`src/rtl/countdown_ctrl.sv`:
```
// MM:SS countdown controller: tick extraction, button debounce, run/pause/done
// sequencing with BCD countdown, alarm gating and a 4-digit multiplexed display scan.
module countdown_ctrl #(
  parameter int DEB_SAMPLES  = 4,
  parameter int DONE_SECONDS = 10
) (
  input  logic       clk_50m,
  input  logic       rst_n,
  input  logic       clk_1hz,
  input  logic       clk_500hz,
  input  logic       btn_start,
  input  logic       btn_pause,
  input  logic       btn_clear,
  input  logic [7:0] preset_mm,
  input  logic [7:0] preset_ss,
  output logic [2:0] state,
  output logic [7:0] mm_bcd,
  output logic [7:0] ss_bcd,
  output logic       done,
  output logic       buzzer,
  output logic [3:0] seg_sel,
  output logic [3:0] seg_digit
);

  localparam logic [2:0] IDLE  = 3'd0;
  localparam logic [2:0] RUN   = 3'd1;
  localparam logic [2:0] PAUSE = 3'd2;
  localparam logic [2:0] DONE  = 3'd3;

  localparam int             DCW       = $clog2(DEB_SAMPLES + 1);
  localparam logic [DCW-1:0] DEB_LAST  = DCW'(DEB_SAMPLES - 1);
  localparam logic [7:0]     DONE_LAST = 8'(DONE_SECONDS - 1);

  function automatic logic [3:0] clamp_digit(input logic [3:0] d, input logic [3:0] max_d);
    return (d > max_d) ? max_d : d;
  endfunction

  // Decrement {mm,ss} by one second with BCD borrows; caller guarantees t != 00:00.
  function automatic logic [15:0] bcd_dec(input logic [15:0] t);
    logic [15:0] r;
    r = t;
    if (t[3:0] != 4'd0) begin
      r[3:0] = t[3:0] - 4'd1;
    end else if (t[7:4] != 4'd0) begin
      r[7:4] = t[7:4] - 4'd1;
      r[3:0] = 4'd9;
    end else begin
      r[7:0] = 8'h59;
      if (t[11:8] != 4'd0) begin
        r[11:8] = t[11:8] - 4'd1;
      end else begin
        r[11:8]  = 4'd9;
        r[15:12] = t[15:12] - 4'd1;
      end
    end
    return r;
  endfunction

  logic        clk_1hz_d, clk_500hz_d;
  logic        sec_tick, scan_tick;
  logic [2:0]  btn_raw, btn_meta, btn_sync, btn_level, press;
  logic [DCW-1:0] deb_cnt [3];
  logic [15:0] preset_s, count_r, count_n, disp_s, disp_r;
  logic [2:0]  state_r, state_n;
  logic [7:0]  done_cnt_r, done_cnt_n;
  logic [1:0]  idx_r, idx_n;
  logic [3:0]  sel_n, digit_n, seg_sel_r, seg_digit_r;
  logic        done_r, buzzer_r;
  logic        start_p, pause_p, clear_p;

  // Delay registers reset high so a level already high at reset release is not a tick.
  always_ff @(posedge clk_50m or negedge rst_n) begin
    if (!rst_n) begin
      clk_1hz_d   <= 1'b1;
      clk_500hz_d <= 1'b1;
    end else begin
      clk_1hz_d   <= clk_1hz;
      clk_500hz_d <= clk_500hz;
    end
  end

  assign sec_tick  = clk_1hz & ~clk_1hz_d;
  assign scan_tick = clk_500hz & ~clk_500hz_d;
  assign btn_raw   = {btn_clear, btn_pause, btn_start};

  // Synchronise raw buttons, then accept a new level after DEB_SAMPLES agreeing samples.
  always_ff @(posedge clk_50m or negedge rst_n) begin
    if (!rst_n) begin
      btn_meta  <= 3'b000;
      btn_sync  <= 3'b000;
      btn_level <= 3'b000;
      press     <= 3'b000;
      for (int i = 0; i < 3; i++) deb_cnt[i] <= {DCW{1'b0}};
    end else begin
      btn_meta <= btn_raw;
      btn_sync <= btn_meta;
      press    <= 3'b000;
      if (scan_tick) begin
        for (int i = 0; i < 3; i++) begin
          if (btn_sync[i] == btn_level[i]) begin
            deb_cnt[i] <= {DCW{1'b0}};
          end else if (deb_cnt[i] == DEB_LAST) begin
            deb_cnt[i]   <= {DCW{1'b0}};
            btn_level[i] <= btn_sync[i];
            press[i]     <= btn_sync[i];
          end else begin
            deb_cnt[i] <= deb_cnt[i] + DCW'(1);
          end
        end
      end
    end
  end

  assign start_p  = press[0];
  assign pause_p  = press[1];
  assign clear_p  = press[2];
  assign preset_s = {preset_mm[7:4], clamp_digit(preset_mm[3:0], 4'd9),
                     clamp_digit(preset_ss[7:4], 4'd5), clamp_digit(preset_ss[3:0], 4'd9)};

  // Next-state logic; priority is clear over pause over start in every state.
  always_comb begin
    state_n    = state_r;
    count_n    = count_r;
    done_cnt_n = 8'd0;
    case (state_r)
      IDLE: begin
        count_n = 16'h0000;
        if (!clear_p && !pause_p && start_p && (preset_s != 16'h0000)) begin
          state_n = RUN;
          count_n = preset_s;
        end else begin
          state_n = IDLE;
        end
      end
      RUN: begin
        if (clear_p) begin
          state_n = IDLE;
          count_n = 16'h0000;
        end else if (sec_tick) begin
          count_n = bcd_dec(count_r);
          if (bcd_dec(count_r) == 16'h0000) state_n = DONE;
          else if (pause_p)                 state_n = PAUSE;
          else                              state_n = RUN;
        end else if (pause_p) begin
          state_n = PAUSE;
        end else begin
          state_n = RUN;
        end
      end
      PAUSE: begin
        if (clear_p) begin
          state_n = IDLE;
          count_n = 16'h0000;
        end else if (pause_p) begin
          state_n = PAUSE;
        end else if (start_p) begin
          state_n = RUN;
        end else begin
          state_n = PAUSE;
        end
      end
      DONE: begin
        count_n    = 16'h0000;
        done_cnt_n = done_cnt_r;
        if (clear_p || (start_p && !pause_p)) begin
          state_n = IDLE;
        end else if (sec_tick) begin
          if (done_cnt_r == DONE_LAST) begin
            state_n = IDLE;
          end else begin
            done_cnt_n = done_cnt_r + 8'd1;
          end
        end else begin
          state_n = DONE;
        end
      end
      default: begin
        state_n = IDLE;
        count_n = 16'h0000;
      end
    endcase
  end

  assign disp_s = (state_n == IDLE) ? preset_s : count_n;
  assign idx_n  = scan_tick ? (idx_r + 2'd1) : idx_r;

  // Digit select and value are derived from the same next index so they change together.
  always_comb begin
    case (idx_n)
      2'd0:    begin sel_n = 4'b1110; digit_n = disp_s[3:0];   end
      2'd1:    begin sel_n = 4'b1101; digit_n = disp_s[7:4];   end
      2'd2:    begin sel_n = 4'b1011; digit_n = disp_s[11:8];  end
      2'd3:    begin sel_n = 4'b0111; digit_n = disp_s[15:12]; end
      default: begin sel_n = 4'b1110; digit_n = 4'd0;          end
    endcase
  end

  // Main state, count and registered outputs.
  always_ff @(posedge clk_50m or negedge rst_n) begin
    if (!rst_n) begin
      state_r     <= IDLE;
      count_r     <= 16'h0000;
      done_cnt_r  <= 8'd0;
      disp_r      <= 16'h0000;
      idx_r       <= 2'd0;
      seg_sel_r   <= 4'b1110;
      seg_digit_r <= 4'd0;
      done_r      <= 1'b0;
      buzzer_r    <= 1'b0;
    end else begin
      state_r     <= state_n;
      count_r     <= count_n;
      done_cnt_r  <= done_cnt_n;
      disp_r      <= disp_s;
      idx_r       <= idx_n;
      seg_sel_r   <= sel_n;
      seg_digit_r <= digit_n;
      done_r      <= (state_n == DONE);
      buzzer_r    <= (state_n == DONE) & clk_500hz;
    end
  end

  assign state     = state_r;
  assign mm_bcd    = disp_r[15:8];
  assign ss_bcd    = disp_r[7:0];
  assign done      = done_r;
  assign buzzer    = buzzer_r;
  assign seg_sel   = seg_sel_r;
  assign seg_digit = seg_digit_r;

endmodule

```
`config.mk`:
```
export PLATFORM = sky130hd
export DESIGN_NAME = countdown_ctrl
export DESIGN_NICKNAME = d
export VERILOG_FILES = /design/src/rtl/countdown_ctrl.sv
export SDC_FILE = /design/constraint.sdc
export NUM_CORES = 1
export LEC_CHECK = 0
export ABC_AREA = 1
export CAP_MARGIN = 10
export CORE_MARGIN = 1
export CORE_UTILIZATION = 50
export DETAILED_ROUTE_END_ITERATION = 7
export PLACE_DENSITY_LB_ADDON = 0.05
export SLEW_MARGIN = 0
export SYNTH_ARGS = -nofsm -noshare
export SYNTH_HDL_FRONTEND = slang
export SYNTH_SLANG_ARGS = --single-unit
export TNS_END_PERCENT = 20
```
`constraint.sdc`:
```
create_clock -name clk_50m -period 2.1 [get_ports clk_50m]
set_input_delay 0.315 -clock clk_50m [delete_from_list [all_inputs] [get_ports clk_50m]]
set_output_delay 0.315 -clock clk_50m [all_outputs]
set_load 0.005 [all_outputs]
```
Run 1, M4 wires:
The bar under the picture is 20 um long.
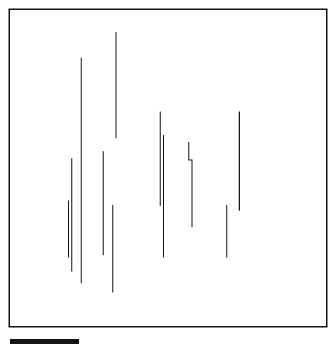
- main direction: vertical
- longest straight run: 65.3 um
- wire length on this layer: 331 um
- nets with wire on the layer: 10
drt total wl: 11.8 mm
DR vias: 4,002

Run 1, gate families picked out:
The bar under the picture is 20 um long.
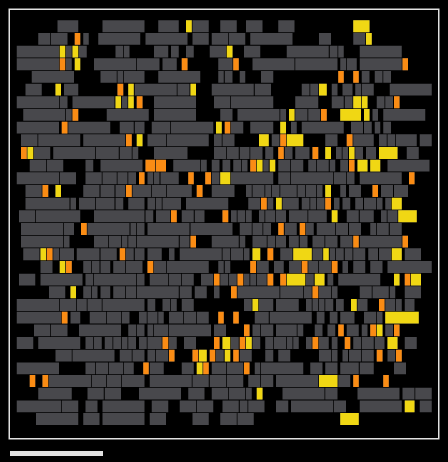
- orange: inverters (cells 83)
- yellow: NOR gates (cells 63; where widely spread)
Finished Layout Cells: 755
most common cell after layout, fill and taps aside: buf_4
fraction of area in multi-input gates: 32.4%

Run 1, placement view:
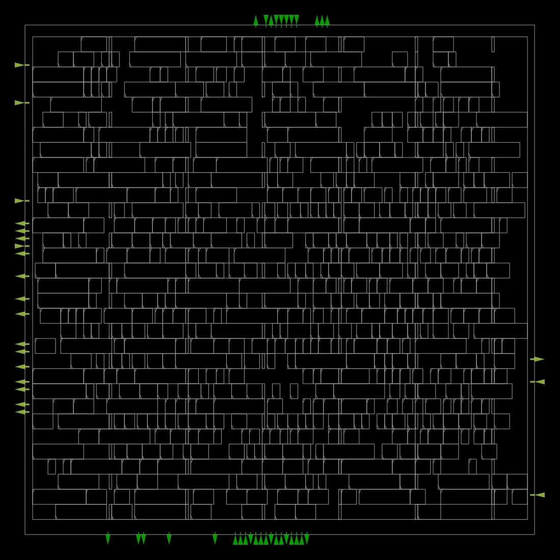
FF+latch count: 78
Tapcell Cnt: 102
final core utilization: 75.0%
flop share of the area: 33.6%
core area: 7770 sq um

==> out/summary.txt, run 1 <==
FA/HA/MAJ Cells, Area Fraction = 1.86%
Max Cap Viol = 0
Clock Tree Buf Depth = 2
Clock Power Share = 29.1%
Reg power frac = 44.3%
Xor/xnor share of the synthesized area = 1.30%
Crit path arrival time = 2.62 ns
Max-slew violation count = 0
Top cells by count = 95 x nand2_1, 79 x inv_1, 73 x dfrtp_1
Highest routed metal layer = met4
ANT nets after route = 0
Synthesized net count = 525
First-pass GRT wire length = 18.1 mm
Status = complete, but fails checks
Total gr overflow = 0
H-tree levels = 3
Max Clock Skew = 0.0145 ns
Switching portion of total power = 31.0%
Vias per Instance = 5.30
Final HPWL DP = 8.28 mm
Number of OpenROAD warnings = 29
Yosys warning tally = 0
Clk pin slew, worst setup/hold paths = 0.09 ns
Clk ins delay skew pair = 0.36 ns
Ys cells = 496
Seq pwr = 1.80 mW
Gate power share = 26.6%
Post-route worst setup slack = -0.234 ns
DIE AREA = 8440 sq um
Setup CP Type = flop to flop
Setup Viol. Count Final = 20
Largest net degree at the start of global routing = 35
CTS tree = built
Leakage = 2.78 nW
Gr usage total = 27.9%
Max FO, Critical Path = 6
Endpoint class of the critical path = flop
Count of library flops with an enable pin = 0
Reg2reg start = count_r[2]
Ao+oa area frac = 13.3%
Min-Delay Path Depth = 0
Peak supply drop = 0.668 mV
Critical Path RT = 2.39 ns
Post-DR wirelength/cell = 15.6 um
Biggest regs = count_r: 16 flops, disp_r: 16 flops, deb_cnt: 9 flops
Setup WS pre-CTS = -0.418 ns
Synth-to-Final Area Change = 44.2%
Hold Path End = btn_sync[2]
Antenna cell count = 0
Clock root buffer = clkbuf_8
Setup TNS = -2.79 ns
Post-synth top area cell = dfrtp_1
Busiest grt layer = met2
Total power per unit cell area = 698 nW/um^2
Die width = 91.9 um
Drt drc = 0
Chip Area, Yosys = 4040 sq um
Startpoint Class = flop
Critical Path Source = count_r[2]
Critical-path cell list = nor2_4, nand2_4, nor2_8, buf_6, nand2_4, nand2_2, nand2_2, nand2_2, nor2_4, nand3_2, nand2_2, a21oi_4, nand2_4, clkbuf_16, buf_4, o21ai_2
Clock tree sinks = 78
Met1 Routed Length = 5.01 mm
Fin nets = 677
Top area cell types = dfrtp_1 45%, nand2_1 8.8%, inv_1 7.3%, nand3_1 6.8%, nor2_1 4.3%
Port Buf Inserts = 51
DR iter-0 viols = 330
I/O pins = 52
Total Power = 4.07 mW
Main synth FF type = dfrtp_1
Violated checks = negative setup slack
Min-Delay Startpoint = btn_meta[2]
Unique cell types = 41
Slew HR = 65.4%
Net Switching = 1.26 mW
P_clk = 1.18 mW
CTS Buf Count = 9
Crit-path leading delay family = simple AND/OR/NAND/NOR gates
R2R cell count = 16
Gate Area = 1890 sq um
Fill cells = 564
Die Height = 91.9 um
Crit path depth = 16
Top class by area = sequential cells
Critical-path top delay cell = dfrtp_1
Top Layout Cells = 83 x buf_4, 78 x nand2_1, 73 x inv_1, 73 x dfrtp_1, 50 x clkdlybuf4s50_1
==> run 2: changes to the inputs <==
SLEW_MARGIN = 20   (was 0)
Run 2, placement by cell class:
The bar under the picture is 20 um long. Fill, decap, tap and diode cells in gray.
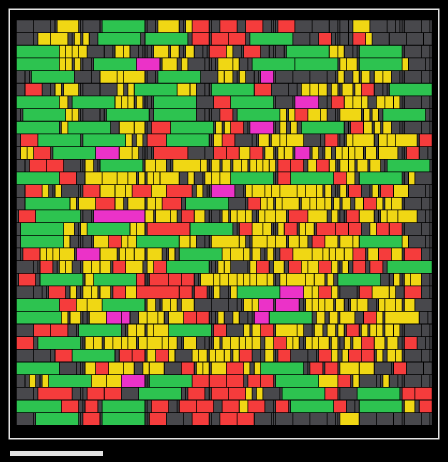
- magenta: clock drivers and dummy loads (cells 16; share of their area 3.5%)
- yellow: combinational and other logic (cells 411; share of their area 39%)
- green: flops (cells 78; share of their area 34%)
- red: other buffers and delay cells (cells 148; share of their area 23%)

==> run 2 against run 1 <==
Against the previous run: the flow still finishes with violations (negative setup slack); register-to-register slack about the same; clock skew stayed put; global-route usage did not move; area after synthesis did not move; wire length unchanged; first-iteration DRC count stayed put; via count stayed put; synthesized cell count unchanged; cell area did not move; critical path depth is the same; sequential share of layout area stayed put; flip-flop count unchanged; critical path type unchanged; largest cell class unchanged.
==> out/summary.txt, run 2 <==
Status = complete, but fails checks
Violated checks = negative setup slack
Max Cap Viol = 0
Total gr overflow = 0
Most common cell after layout, fill and taps aside = buf_4
Tapcell Cnt = 102
DR iter-0 viols = 330
Gr usage total = 27.9%
Count of library flops with an enable pin = 0
P_clk = 1.18 mW
Busiest grt layer = met2
Leakage = 2.78 nW
ANT nets after route = 0
Flop share of the area = 33.6%
Number of OpenROAD warnings = 29
Post-synth top area cell = dfrtp_1
Synth-to-Final Area Change = 44.2%
Final core utilization = 75.0%
Setup WS pre-CTS = -0.418 ns
Vias per Instance = 5.30
Critical Path Source = count_r[2]
FA/HA/MAJ Cells, Area Fraction = 1.86%
Synthesized net count = 525
Clock Power Share = 29.1%
Post-route worst setup slack = -0.234 ns
Drt drc = 0
Min-Delay Path Depth = 0
Endpoint class of the critical path = flop
R2R cell count = 16
FF+latch count = 78
Gate power share = 26.6%
Setup TNS = -2.79 ns
CTS Buf Count = 9
Top Layout Cells = 83 x buf_4, 78 x nand2_1, 73 x inv_1, 73 x dfrtp_1, 50 x clkdlybuf4s50_1
Highest routed metal layer = met4
Critical-path top delay cell = dfrtp_1
Top cells by count = 95 x nand2_1, 79 x inv_1, 73 x dfrtp_1
Largest net degree at the start of global routing = 35
Unique cell types = 41
Met1 Routed Length = 5.01 mm
Xor/xnor share of the synthesized area = 1.30%
Max Clock Skew = 0.0145 ns
Core area = 7770 sq um
Total Power = 4.07 mW
Top class by area = sequential cells
Die width = 91.9 um
Drt total wl = 11.8 mm
Hold Path End = btn_sync[2]
Setup Viol. Count Final = 20
Antenna cell count = 0
Setup CP Type = flop to flop
Reg power frac = 44.3%
Net Switching = 1.26 mW
H-tree levels = 3
I/O pins = 52
Clk ins delay skew pair = 0.36 ns
Final HPWL DP = 8.28 mm
Max FO, Critical Path = 6
Fin nets = 677
Crit-path leading delay family = simple AND/OR/NAND/NOR gates
Chip Area, Yosys = 4040 sq um
Critical Path RT = 2.39 ns
Clock tree sinks = 78
Crit path arrival time = 2.62 ns
Min-Delay Startpoint = btn_meta[2]
Total power per unit cell area = 698 nW/um^2
Run 2, metal layers overlaid:
The bar under the picture is 20 um long.
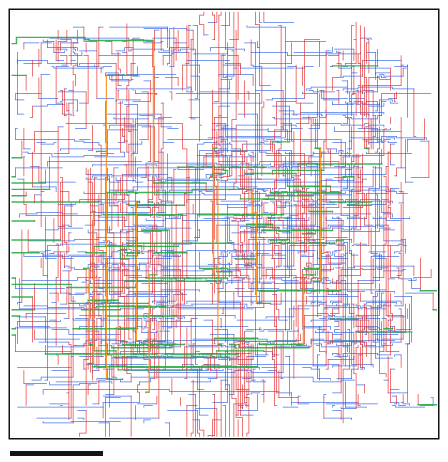
- orange: metal 4 (wire length 331 um)
- red: metal 2 (wire length 5,550 um)
- green: metal 3 (wire length 920 um)
- blue: metal 1 (wire length 5,020 um)

No activity file was given, so power comes from the tool's default toggle rates.
